## src/rtl/any1_vmem_seq_pkg.sv

```systemverilog
// any1_vmem_seq_pkg: sequencer state type, element count and vector memory opcode decode
package any1_vmem_seq_pkg;

    localparam int NEL = 64;

    typedef enum logic [2:0] {IDLE, STEP, EAW, REQ, DONE} vmseq_state_t;

    localparam logic [6:0] OP_LDSX   = 7'h50;
    localparam logic [6:0] OP_STSX   = 7'h51;
    localparam logic [6:0] OP_LDXVX  = 7'h52;
    localparam logic [6:0] OP_STXVX  = 7'h53;
    localparam logic [6:0] OP_CVLDSX = 7'h54;
    localparam logic [6:0] OP_CVSTSX = 7'h55;

    // Lets issue gate start to the strided, indexed and compressed vector memory ops
    function automatic logic is_vmem(input logic [6:0] opcode);
        return opcode inside {OP_LDSX, OP_STSX, OP_LDXVX, OP_STXVX, OP_CVLDSX, OP_CVSTSX};
    endfunction

endpackage

```

## src/rtl/any1_vmem_seq_if.sv

```systemverilog
// any1_vmem_seq_if: request/acknowledge bus between the element sequencer and the cache port
interface any1_vmem_seq_if #(parameter int AWID = 32);
    logic            mreq;
    logic            mwe;
    logic [AWID-1:0] madr;
    logic            mack;
    logic            merr;
    modport master(output mreq, mwe, madr, input mack, merr);
    modport slave(input mreq, mwe, madr, output mack, merr);
endinterface

```

## src/rtl/any1_vmem_seq.sv

```systemverilog
// any1_vmem_seq: steps through vector elements, skips masked ones and issues one bus request
// per active element for strided, indexed and compressed vector loads and stores.
module any1_vmem_seq #(
    parameter int NEL  = any1_vmem_seq_pkg::NEL,
    parameter int AWID = 32,
    parameter int VLW  = 7
) (
    input  logic                   clk,
    input  logic                   rst_n,
    input  logic                   start,
    input  logic                   is_store,
    input  logic [VLW-1:0]         vl,
    input  logic [NEL-1:0]         vmask,
    input  logic                   abort,
    output logic [$clog2(NEL)-1:0] step,
    input  logic [AWID-1:0]        ea,
    any1_vmem_seq_if.master        bus,
    output logic [$clog2(NEL)-1:0] elem_idx,
    output logic                   ld_valid,
    output logic                   busy,
    output logic                   done,
    output logic                   err
);
    import any1_vmem_seq_pkg::*;

    vmseq_state_t   state, state_nxt;
    logic           st_store, err_flag, abt_pend, last, stop;
    logic [VLW-1:0] vl_q, vl_clamp;
    logic [NEL-1:0] vmask_q;

    assign vl_clamp = (vl > VLW'(NEL)) ? VLW'(NEL) : vl;
    assign last     = VLW'(step) == vl_q - 1'b1;
    // An abort seen at any point of a request is honoured once its acknowledge arrives
    assign stop     = abort | abt_pend;

    always_ff @(posedge clk or negedge rst_n) begin
        if (!rst_n) state <= IDLE;
        else        state <= state_nxt;
    end

    always_comb begin
        state_nxt = state;
        case (state)
            IDLE:    state_nxt = !start ? IDLE : (vl_clamp == '0) ? DONE : STEP;
            STEP:    state_nxt = abort ? IDLE : !vmask_q[step] ? (last ? DONE : STEP) : EAW;
            EAW:     state_nxt = abort ? IDLE : REQ;
            REQ:     state_nxt = !bus.mack ? REQ : stop ? IDLE : (bus.merr || last) ? DONE : STEP;
            DONE:    state_nxt = IDLE;
            default: state_nxt = IDLE;
        endcase
    end

    assign bus.mreq = state == REQ;
    assign bus.mwe  = bus.mreq & st_store;
    assign ld_valid = bus.mreq & bus.mack & ~st_store;
    assign busy     = state != IDLE;
    assign done     = (state == DONE) & ~abort;
    assign err      = done & err_flag;

    always_ff @(posedge clk or negedge rst_n) begin
        if (!rst_n) begin
            step     <= '0;
            elem_idx <= '0;
            bus.madr <= '0;
            st_store <= 1'b0;
            vl_q     <= '0;
            vmask_q  <= '0;
            err_flag <= 1'b0;
            abt_pend <= 1'b0;
        end else begin
            if (state == IDLE && start) begin
                st_store <= is_store;
                vl_q     <= vl_clamp;
                vmask_q  <= vmask;
                step     <= '0;
            end
            if ((state == STEP && !abort && !vmask_q[step] && !last) ||
                (state == REQ && bus.mack && !bus.merr && !stop && !last))
                step <= step + 1'b1;
            if (state == EAW) begin
                bus.madr <= ea;
                elem_idx <= step;
            end
            err_flag <= (state == REQ) ? (bus.mack & bus.merr & ~stop) : (state == DONE) ? 1'b0 : err_flag;
            abt_pend <= (state == REQ) & ~bus.mack & stop;
        end
    end

endmodule
```

## src/flat_wrapper.sv

```systemverilog
// flat-port wrapper written by rule: the top's interface ports become plain ports
module any1_vmem_seq_flat import any1_vmem_seq_pkg::*;
#(
    parameter int NEL  = any1_vmem_seq_pkg::NEL,
    parameter int AWID = 32,
    parameter int VLW  = 7
)
  (clk, rst_n, start, is_store, vl, vmask, abort, step, ea, elem_idx, ld_valid, busy, done, err, bus_mreq, bus_mwe, bus_madr, bus_mack, bus_merr);
  any1_vmem_seq_if #(.AWID(AWID)) bus_i ();
  input  logic clk;
  input  logic rst_n;
  input  logic start;
  input  logic is_store;
  input  logic [VLW-1:0] vl;
  input  logic [NEL-1:0] vmask;
  input  logic abort;
  output logic [$clog2(NEL)-1:0] step;
  input  logic [AWID-1:0] ea;
  output logic [$clog2(NEL)-1:0] elem_idx;
  output logic ld_valid;
  output logic busy;
  output logic done;
  output logic err;
  output wire logic [$bits(bus_i.mreq)-1:0] bus_mreq;
  output wire logic [$bits(bus_i.mwe)-1:0] bus_mwe;
  output wire logic [$bits(bus_i.madr)-1:0] bus_madr;
  input wire logic [$bits(bus_i.mack)-1:0] bus_mack;
  input wire logic [$bits(bus_i.merr)-1:0] bus_merr;
  assign bus_mreq = bus_i.mreq;
  assign bus_mwe = bus_i.mwe;
  assign bus_madr = bus_i.madr;
  assign bus_i.mack = bus_mack;
  assign bus_i.merr = bus_merr;
  any1_vmem_seq #(.NEL(NEL), .AWID(AWID), .VLW(VLW)) u_core (.clk(clk), .rst_n(rst_n), .start(start), .is_store(is_store), .vl(vl), .vmask(vmask), .abort(abort), .step(step), .ea(ea), .bus(bus_i), .elem_idx(elem_idx), .ld_valid(ld_valid), .busy(busy), .done(done), .err(err));
endmodule
```

## config.mk

```make
export PLATFORM = sky130hd
export DESIGN_NAME = any1_vmem_seq_flat
export DESIGN_NICKNAME = d
export VERILOG_FILES = /design/src/rtl/any1_vmem_seq_pkg.sv /design/src/rtl/any1_vmem_seq_if.sv /design/src/rtl/any1_vmem_seq.sv /design/src/flat_wrapper.sv
export SDC_FILE = /design/constraint.sdc
export NUM_CORES = 1
export LEC_CHECK = 0
export CAP_MARGIN = 20
export CORE_MARGIN = 2
export CORE_UTILIZATION = 30
export DETAILED_ROUTE_END_ITERATION = 10
export PLACE_DENSITY = 0.57
export SLEW_MARGIN = 30
export SYNTH_ARGS = -nofsm -noshare
export SYNTH_HDL_FRONTEND = slang
export SYNTH_SLANG_ARGS = --single-unit
```

## constraint.sdc

```tcl
create_clock -name clk -period 2.75 [get_ports clk]
set_clock_uncertainty 0.1 [all_clocks]
set_input_delay 0.55 -clock clk [delete_from_list [all_inputs] [get_ports clk]]
set_output_delay 0.55 -clock clk [all_outputs]
set_load 0.01 [all_outputs]
```

==> out/metrics.yaml <==
routing:
  met2RoutedLength_um: 7200
  drc: 0
  wl_met3_um: 613
  routed_via_density: 4.65
  finalWirelength_um: 14400
  wl_met1_um: 6400
  dr.max_layer_used: "met4"
  vias: 4452
worst_setup_path:
  reg2regPathDepth: 7
  cp-start-kind: "register"
  timing.rr.start: "u_core.step[0]"
  worstPathRequired_ns: 2.98
  end_kind: "register"
  crit_type: "register to register"
  r2r-end: "u_core.step[0]"
grt:
  antenna_found_initial: 0
  track_usage: 0.152
  gr-usage-met1: 0.191
  grt_max_degree: 71
  grt_use_met3: 0.0374
  grt-ovfl-total: 0
  grt_pass1_vias: 4683
power_and_ir_drop:
  power.switching_mw: 2.64
  pwr-share-clk: 0.288
  leakage_nw: 3.74
  p_per_area_mw_per_mm2: 1050
  p_int_mw: 5.98
  combPwrFrac: 0.359
yosys:
  synthAoiAreaFrac: 0.0512
  ys.flop_type: "dfrtp_1"
  common_cells: "nand2_1 (221), dfrtp_1 (121), mux2_2 (42), clkbuf_1 (21), nor2_1 (11)"
  edf_count: 0
  ys_types: 47
  yosys_warnings: 0
  top_area_frac: 0.539
  ys_cells: 547
  synth_top_cell_by_area: "dfrtp_1"
  mux_area_frac: 0.161
  ys_ff: 121
clocking:
  cts_tree: "yes"
  htree_levels: 4
  clock-root-buffer: "clkbuf_16"
final_timing:
  hold_slack_ns: 0.367
  setup_viol: 0
  finalSetupTns_ns: 0
  rsz0062_at_grt: "false"
  slew_viol_final: 0
finish:
  buffers_excl_clock: 177
  mi_logic_area_mm2: 0.00242
  seq_share: 0.369
  final-seq-area_mm2: 0.00303
  drive_gt1_frac: 0.154
  nNetsFinal: 822
  clkCellAreaFrac: 0.0810
  buffer_area_frac: 0.217
  clockBufferCount: 25
worst_hold_path:
  worstHoldStart: "u_core.vmask_q[24]"
placement:
  portBuffers: 159
  pre_cts_slack_ns: -0.0545
  hpwl_um: 10400
floorplan:
  tap_cells: 234
  core_mm2: 0.0185
  chipArea_mm2: 0.0198
status:
  status: "completed"
timing repair:
| item | CTS | global route |
|---|---|---|
| gates resized | 1 | 6 |
| endpoints found under the setup margin | 1 | 10 |
| hold buffers | 1 | 0 |
| endpoints found under the hold margin | 32 | 0 |
| setup buffers | 0 | 3 |
worst max path at each step:
stage                         start              to  slack (ns)  depth (start not counted)
floorplan            u_core.step[0]  u_core.step[0]        0.41                         10
global placement              abort             err       -0.03                          5
detailed placement            abort  u_core.step[0]       -0.05                          9
CTS                           abort             err        0.02                          5
global route        u_core.state[2]        ld_valid        0.06                          5
finish               u_core.step[0]  u_core.step[0]        0.17                          7
cell usage in the layout (no fill, tap or decap), types with 3 or more instances in the layout:
cell type,instances
mux4_1,5
clkbuf_8,5
clkbuf_16,17
and2_1,5
buf_4,14
mux2i_1,8
nor2b_1,6
nor2_1,11
o22ai_1,4
clkdlybuf4s50_1,157
xor2_1,5
buf_12,4
nand3b_1,7
nand3_1,3
bufinv_16,5
nor3_1,8
o21ai_0,7
mux4_2,9
mux2_2,42
clkbuf_1,3
a21oi_1,9
inv_1,7
nand2_1,220
dfrtp_1,119
o221ai_1,5
power by group through the flow:
stage	combinational [mW]	sequential [mW]	clock (mW)
2_1_floorplan	1.81	3.07	0
6_report	3.09	3.04	2.49
4_1_cts	3.14	3.05	2.54
3_3_place_gp	3.05	3.02	0
3_5_place_dp	3.12	3.07	0
5_1_grt	3.44	3.16	2.64
state kept, by name (all words and copies together) (netlist names):
name	flops
u_core.abt_pend	1
u_core.bus.madr	32
u_core.elem_idx	6
u_core.state	3
u_core.st_store	1
u_core.err_flag	1
u_core.step	6
u_core.vmask_q	64
u_core.vl_q	7
Fig. 1: selected gate families
Scale bar: 50 µm.
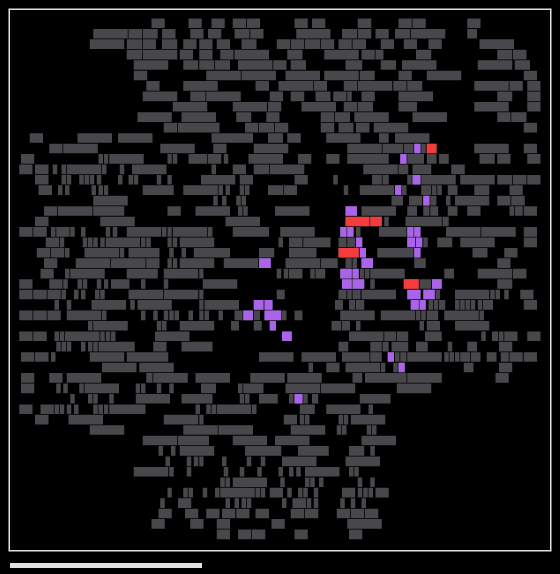
aoi and oai cells: in purple, cells 35. non-inverting ao/oa cells: in red, cells 5.

Fig. 2: sequential cells colored by netlist name
Scale bar: 50 µm. Other sequential cells in the stronger gray, the rest of the logic in the fainter gray.
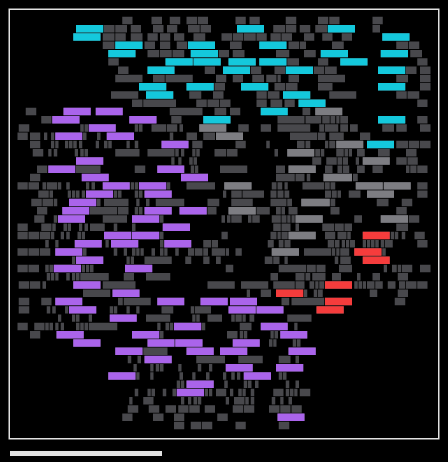
u_core.vmask_q: in purple, sequential cells 64. u_core.vl_q: in red, sequential cells 7. u_core.bus.madr: in cyan, sequential cells 32, where a horizontal strip, top.
Another 18 sequential cells are not colored.

Fig. 3: clock routing
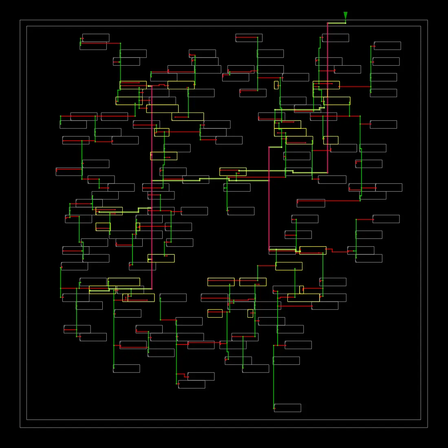
Clock group: 2.49 mW
clock latency on the worst-skew pair: 0.41 ns
CTS Buf Count: 17
Flop Count: 121
clk sinks: 121

Power figures rest on the tool's default switching activity, not on a simulated workload.
